### config.mk
export PLATFORM = sky130hd
export DESIGN_NAME = operand_issue
export DESIGN_NICKNAME = d
export VERILOG_FILES = /design/src/rtl/operand_issue.sv
export SDC_FILE = /design/constraint.sdc
export NUM_CORES = 1
export LEC_CHECK = 0
export ABC_AREA = 1
export CAP_MARGIN = 20
export CORE_UTILIZATION = 40
export DETAILED_ROUTE_END_ITERATION = 8
export PLACE_DENSITY = 0.72
export SYNTH_ARGS = -nofsm -noshare
export SYNTH_HDL_FRONTEND = slang
export SYNTH_SLANG_ARGS = --single-unit
### constraint.sdc
create_clock -name clk -period 2.2 [get_ports clk]
set_input_delay 0.22 -clock clk [delete_from_list [all_inputs] [get_ports clk]]
set_output_delay 0.22 -clock clk [all_outputs]
set_load 0.02 [all_outputs]
### src/rtl/operand_issue.sv
// operand_issue: resolves operands (PC, priority bypass, regfile), stalls on scoreboard/RAW/WAW hazards, holds them in a valid/ready issue register with flush
module operand_issue #(
  parameter int DATA_W    = 32,
  parameter int REG_AW    = 4,
  parameter int NUM_RD    = 3,
  parameter int NUM_BYP   = 2,
  parameter int PC_OFFSET = 8
) (
  input  logic                       clk,
  input  logic                       rst,
  input  logic                       flush,
  input  logic                       in_valid,
  output logic                       in_ready,
  input  logic [31:0]                in_insn,
  input  logic [DATA_W-1:0]          in_pc,
  input  logic [NUM_RD*REG_AW-1:0]   in_rsel,
  input  logic [NUM_RD-1:0]          in_ruse,
  input  logic [REG_AW-1:0]          in_wsel,
  input  logic                       in_wuse,
  input  logic                       in_wlate,
  output logic [NUM_RD*REG_AW-1:0]   rf_raddr,
  input  logic [NUM_RD*DATA_W-1:0]   rf_rdata,
  input  logic [NUM_BYP-1:0]         byp_valid,
  input  logic [NUM_BYP*REG_AW-1:0]  byp_addr,
  input  logic [NUM_BYP*DATA_W-1:0]  byp_data,
  input  logic                       ret_valid,
  input  logic [REG_AW-1:0]          ret_addr,
  output logic                       out_valid,
  input  logic                       out_ready,
  output logic [31:0]                out_insn,
  output logic [DATA_W-1:0]          out_pc,
  output logic [NUM_RD*DATA_W-1:0]   out_op,
  output logic [REG_AW-1:0]          out_wsel,
  output logic                       out_wuse,
  output logic                       out_wlate
);
  localparam logic [REG_AW-1:0] PC_IDX = '1;
  logic                      valid_q, valid_d;
  logic [31:0]               insn_q, insn_d;
  logic [DATA_W-1:0]         pc_q, pc_d;
  logic [NUM_RD*DATA_W-1:0]  op_q, op_d, op_res;
  logic [REG_AW-1:0]         wsel_q, wsel_d;
  logic                      wuse_q, wuse_d;
  logic                      wlate_q, wlate_d;
  logic [2**REG_AW-1:0]      sb_q, sb_d;
  logic [REG_AW-1:0]         r;
  logic                      hazard, accept;
  always_comb begin
    r = '0;
    op_res = '0;
    hazard = in_wuse && in_wlate && sb_q[in_wsel] && !(ret_valid && ret_addr == in_wsel);
    for (int k = 0; k < NUM_RD; k++) begin
      r = in_rsel[k*REG_AW +: REG_AW];
      op_res[k*DATA_W +: DATA_W] = rf_rdata[k*DATA_W +: DATA_W];
      for (int j = NUM_BYP - 1; j >= 0; j--)
        op_res[k*DATA_W +: DATA_W] = (byp_valid[j] && byp_addr[j*REG_AW +: REG_AW] == r) ?
                                     byp_data[j*DATA_W +: DATA_W] : op_res[k*DATA_W +: DATA_W];
      op_res[k*DATA_W +: DATA_W] = (r == PC_IDX) ? in_pc - DATA_W'(PC_OFFSET) : op_res[k*DATA_W +: DATA_W];
      hazard = hazard || (in_ruse[k] && r != PC_IDX &&
               ((sb_q[r] && !(ret_valid && ret_addr == r)) || (valid_q && wuse_q && wsel_q == r)));
    end
  end
  assign rf_raddr = in_rsel;
  assign in_ready = !rst && !flush && !hazard && (!valid_q || out_ready);
  assign accept   = in_valid && in_ready;
  always_comb begin
    valid_d = accept || (valid_q && !out_ready && !flush);
    insn_d  = accept ? in_insn  : insn_q;
    pc_d    = accept ? in_pc    : pc_q;
    op_d    = accept ? op_res   : op_q;
    wsel_d  = accept ? in_wsel  : wsel_q;
    wuse_d  = accept ? in_wuse  : wuse_q;
    wlate_d = accept ? in_wlate : wlate_q;
    sb_d    = sb_q;
    if (ret_valid) sb_d[ret_addr] = 1'b0;
    if (valid_q && out_ready && wuse_q && wlate_q && wsel_q != PC_IDX) sb_d[wsel_q] = 1'b1;
  end
  always_ff @(posedge clk) begin
    if (rst) begin
      valid_q <= 1'b0;
      insn_q  <= '0;
      pc_q    <= '0;
      op_q    <= '0;
      wsel_q  <= '0;
      wuse_q  <= 1'b0;
      wlate_q <= 1'b0;
      sb_q    <= '0;
    end else begin
      valid_q <= valid_d;
      insn_q  <= insn_d;
      pc_q    <= pc_d;
      op_q    <= op_d;
      wsel_q  <= wsel_d;
      wuse_q  <= wuse_d;
      wlate_q <= wlate_d;
      sb_q    <= sb_d;
    end
  end
  assign out_valid = valid_q;
  assign out_insn  = insn_q;
  assign out_pc    = pc_q;
  assign out_op    = op_q;
  assign out_wsel  = wsel_q;
  assign out_wuse  = wuse_q;
  assign out_wlate = wlate_q;
endmodule

**Cell outlines without signal wires**

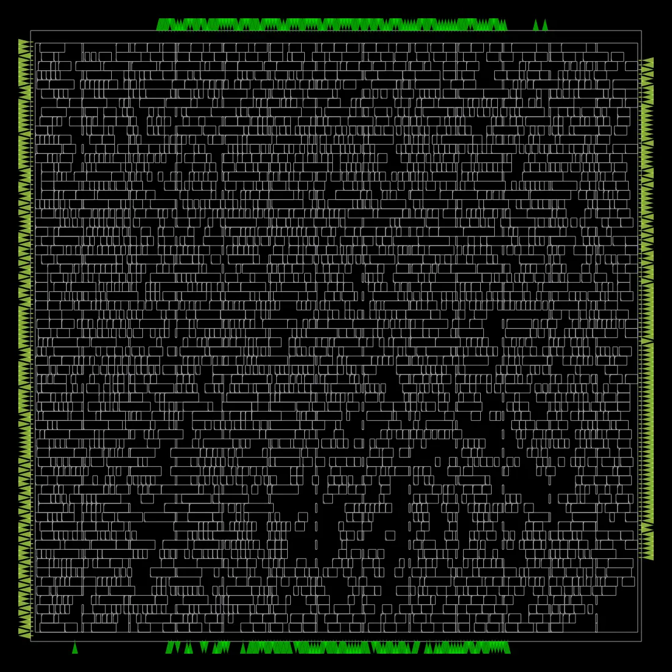
post-layout util: 64.6%
Cell Count, Final, Fillers Out: 3,190
# Taps: 396
core area: 31,000 µm²
Filler Cells Inserted: 2,957

**Layout detail**

Region (70, 70) to (110, 110) µm. Cells in grey, sequential cells in the stronger grey; small squares are vias.
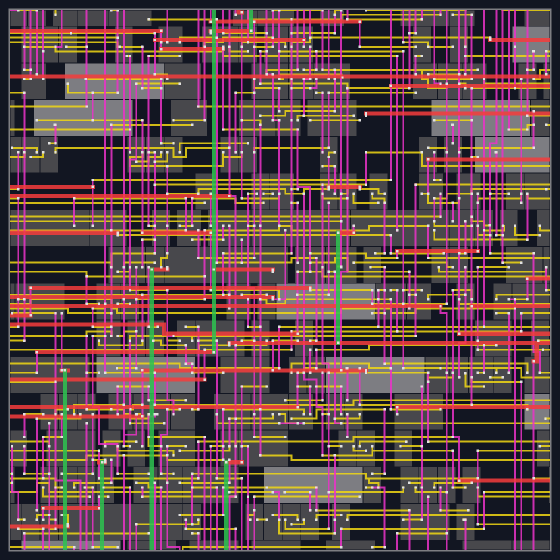
colour	layer
green	M4
magenta	M2
yellow	M1
red	M3
most frequent	nand2_1 (40), nor2_1 (25), inv_1 (13)
cells with their middle in the window	148
netlist names of flops here include	out_op (8)
sequential cells in the window	8

==> notes.md <==
flow finished, numbers: P_comb 0.00310 W, postcts setup bufs 5, Period Utilization, post-route 99.2%, P_clk roughly 0.0031 W, chip area in the Yosys report 12,700 µm², clock share of power 32.1%, R2R Path End out_op[59], Worst Setup End Kind output port, max cap viols 0, Reg clk slew, reported paths 70 ps, post-CTS sizing 30, Post-synth area hogs dfxtp_1 29%, nand2_1 18%, nor2_1 12%, nand3_1 9.3%, a21oi_1 6.1%, mi-comb count between 1,500 and 2,000, layout cells sized above 1 11.8%, GRT overflow 0, fraction of area in registers 18.6%, Max H-tree Level 4, CTS tree yes, CP Cell Sequence buf_4 > nand2_1 > nand3_1 > nand3_1 > nand3_1 > nand3_1 > nand2_1 > nand2_1 > nand2_2 > nor2_4 > buf_12 > buf_12, sw frac about a third, P&R area growth vs syn 57.0%, Fin. Hold Viols 0, fin crit period 2180 ps, Seq group approximately 0.0036 W, setup ws final 18.5 ps, worst hold path type primary input to register, Non-CTS buffers between 600 and 700, Placed Instances roughly 3,100, clock root cell clkbuf_16, Final Cell Area 20,000 µm², Flop pwr share 36.3%, GRT Max-Usage Layer met2, Post-synth ARST share 0%, Fin Hold WS 242 ps, Syn Inst Count 2,242, crit path DAT about 2000 ps, most frequent logic cell in the layout nand2_1, # Cells Yosys 2,242, Clock buf/inv share around 2.8%, count of library flops with an enable pin 0, internal power around 0.0065 W, Synth flops approximately 180, critical path startpoint sb_q[2], NonClk Buf Share 33.5%, Required @ worst endpoint between 1500 and 2000 ps, Top cell area share 28.7%, GP Congestion 1.02, Seq/Total Area, Yosys ~29%, YS warnings 0, Avg Inst Size Synth 5.68 µm², worst reg2reg startpoint sb_q[2], mapped cell area 12,700 µm², largest net degree at the start of global routing 60, max FFs per register 96, Yosys top cell by area dfxtp_1, worst-margin pin slew between 600 and 700 ps, Fin Setup TNS 0 ps, num ports around 450, met1 Use GR 46.4%, DIE AREA 32,600 µm², Worst Hold End out_wsel[0], Gate Area approximately 7700 µm², clock buffers 19, Flop area 3720 µm², Met2 Wirelength ~29,000 µm, FP Rows 64, Top class by area multi-input combinational cells, Slowest-stage cell, CP dfxtp_4, Hold Crit Start in_wsel[0], Non-clk invs 208, slowest stage delay, CP 380 ps, clock buffer depth 2, Design Power 0.00980 W, fmax 458 MHz, worst skew pair latency 440 ps, worst-path fanout max 4, Comb area share between 30% and 40%, WL met3 6230 µm, flop count about 180, Dominant flop cell dfxtp_1, DP Area 18,900 µm², WS Path Type register to output port, M1 WL 25,300 µm, unrepaired setup endpoints after global routing true, vias per cell 5.43, Setup crit end in_ready, Initial DRC Count between 1,500 and 2,000, initial antenna violation count 8, leakage dissipation 9.18 nW, worst slack at placement -445 ps, CP bufs+invs 3, GR Util met3 between 7 and 8%, Cell Type Count 33, DRC violation count after routing 0, CTS buffer count 17, first-pass GRT wire length 93,600 µm, final setup fails 0, Antenna Cells 8, startpoint types register, Levels on crit path 12, power density over the cells 490 nW/µm², total track usage 37.2%, dominant logic cell types in the final layout 611 x nand2_1, 429 x clkdlybuf4s50_1, 397 x nor2_1, FF-to-FF setup slack 30 ps, CTS Hold Bufs 0, FF-to-FF path depth 16, fp util 41.1%, status finished, final reports clean, tool warning count 27, peak supply drop 0.467 mV, Hold Path Depth 3, syn nets 2,508, max_slew headroom 58.9%, final layout net count 3,040, detailed placement HPWL 47,900 µm, NetSw 0.00331 W, Comb pwr share 31.6%, Max Used Layer met5, Setup Skew 15.6 ps, vias in the first global route approximately 16,000, Top power group registers, Worst path top cell family by delay simple AND/OR/NAND/NOR gates, clock sinks 183, critical path's most frequent cell nand3_1, Avg WL per Cell 20.0 µm, ANT nets after route 0, Slew Limit Fails 0, drt pass-1 iters 6
**Pin map**

Drawn at 2 px/µm. Pins as bars across the die edge, other pins in grey.
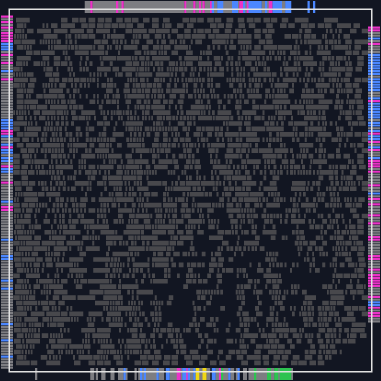
colour	port	pins	direction	edge
green	rf_raddr	12	output	bottom
blue	out_op	96	output	31 right, 26 top, 25 left, 14 bottom
yellow	ret_addr	4	input	bottom
magenta	byp_data	64	input	30 right, 17 left, 13 top, 4 bottom
port bufs: 444
Die X: 181 µm
Die Y: 181 µm

**Met2 routing**

Drawn at 2 px/µm.
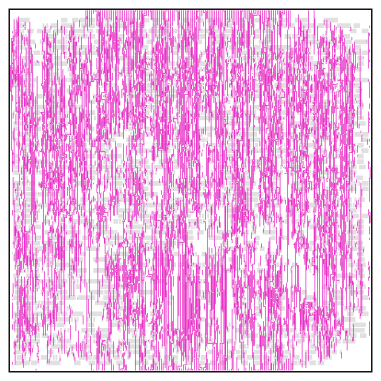
nets with wire on the layer	2,385
longest straight run	77.7 µm
share of all routed wire	46%
main direction	vertical
wire length on this layer	29.1 mm
total number of vias: 17,300
met2 GRT Util: 60.4%
Routed Wire Length: 63,700 µm

-- cells in the mapped netlist (5+ instances only) --
cell type  instances
nand2_1          621
nor2_1           402
nand3_1          236
inv_1            197
dfxtp_1          183
a21oi_1          155
o21ai_0          126
clkbuf_1          69
buf_2             51
nand4_1           33
xor2_1            25
buf_1             23
o22ai_1           21
o211ai_1          19
buf_4             15
a22oi_1           10
xnor2_1            8
inv_2              7
nand3b_1           7
nor3_1             7
buf_6              6
a21boi_0           5
-- cell families after synthesis --
family / Yosys count / synth area share [%]
flip-flops: 183 / 28.7
buffers and inverters: 371 / 12.2
XOR/XNOR: 33 / 2.27
AND-OR/OR-AND: 341 / 14.4
adder cells (fa/ha/maj): 1 / 0.0982
AND/OR/NAND/NOR: 1313 / 42.3
No activity file was given, so power comes from the tool's default toggle rates.
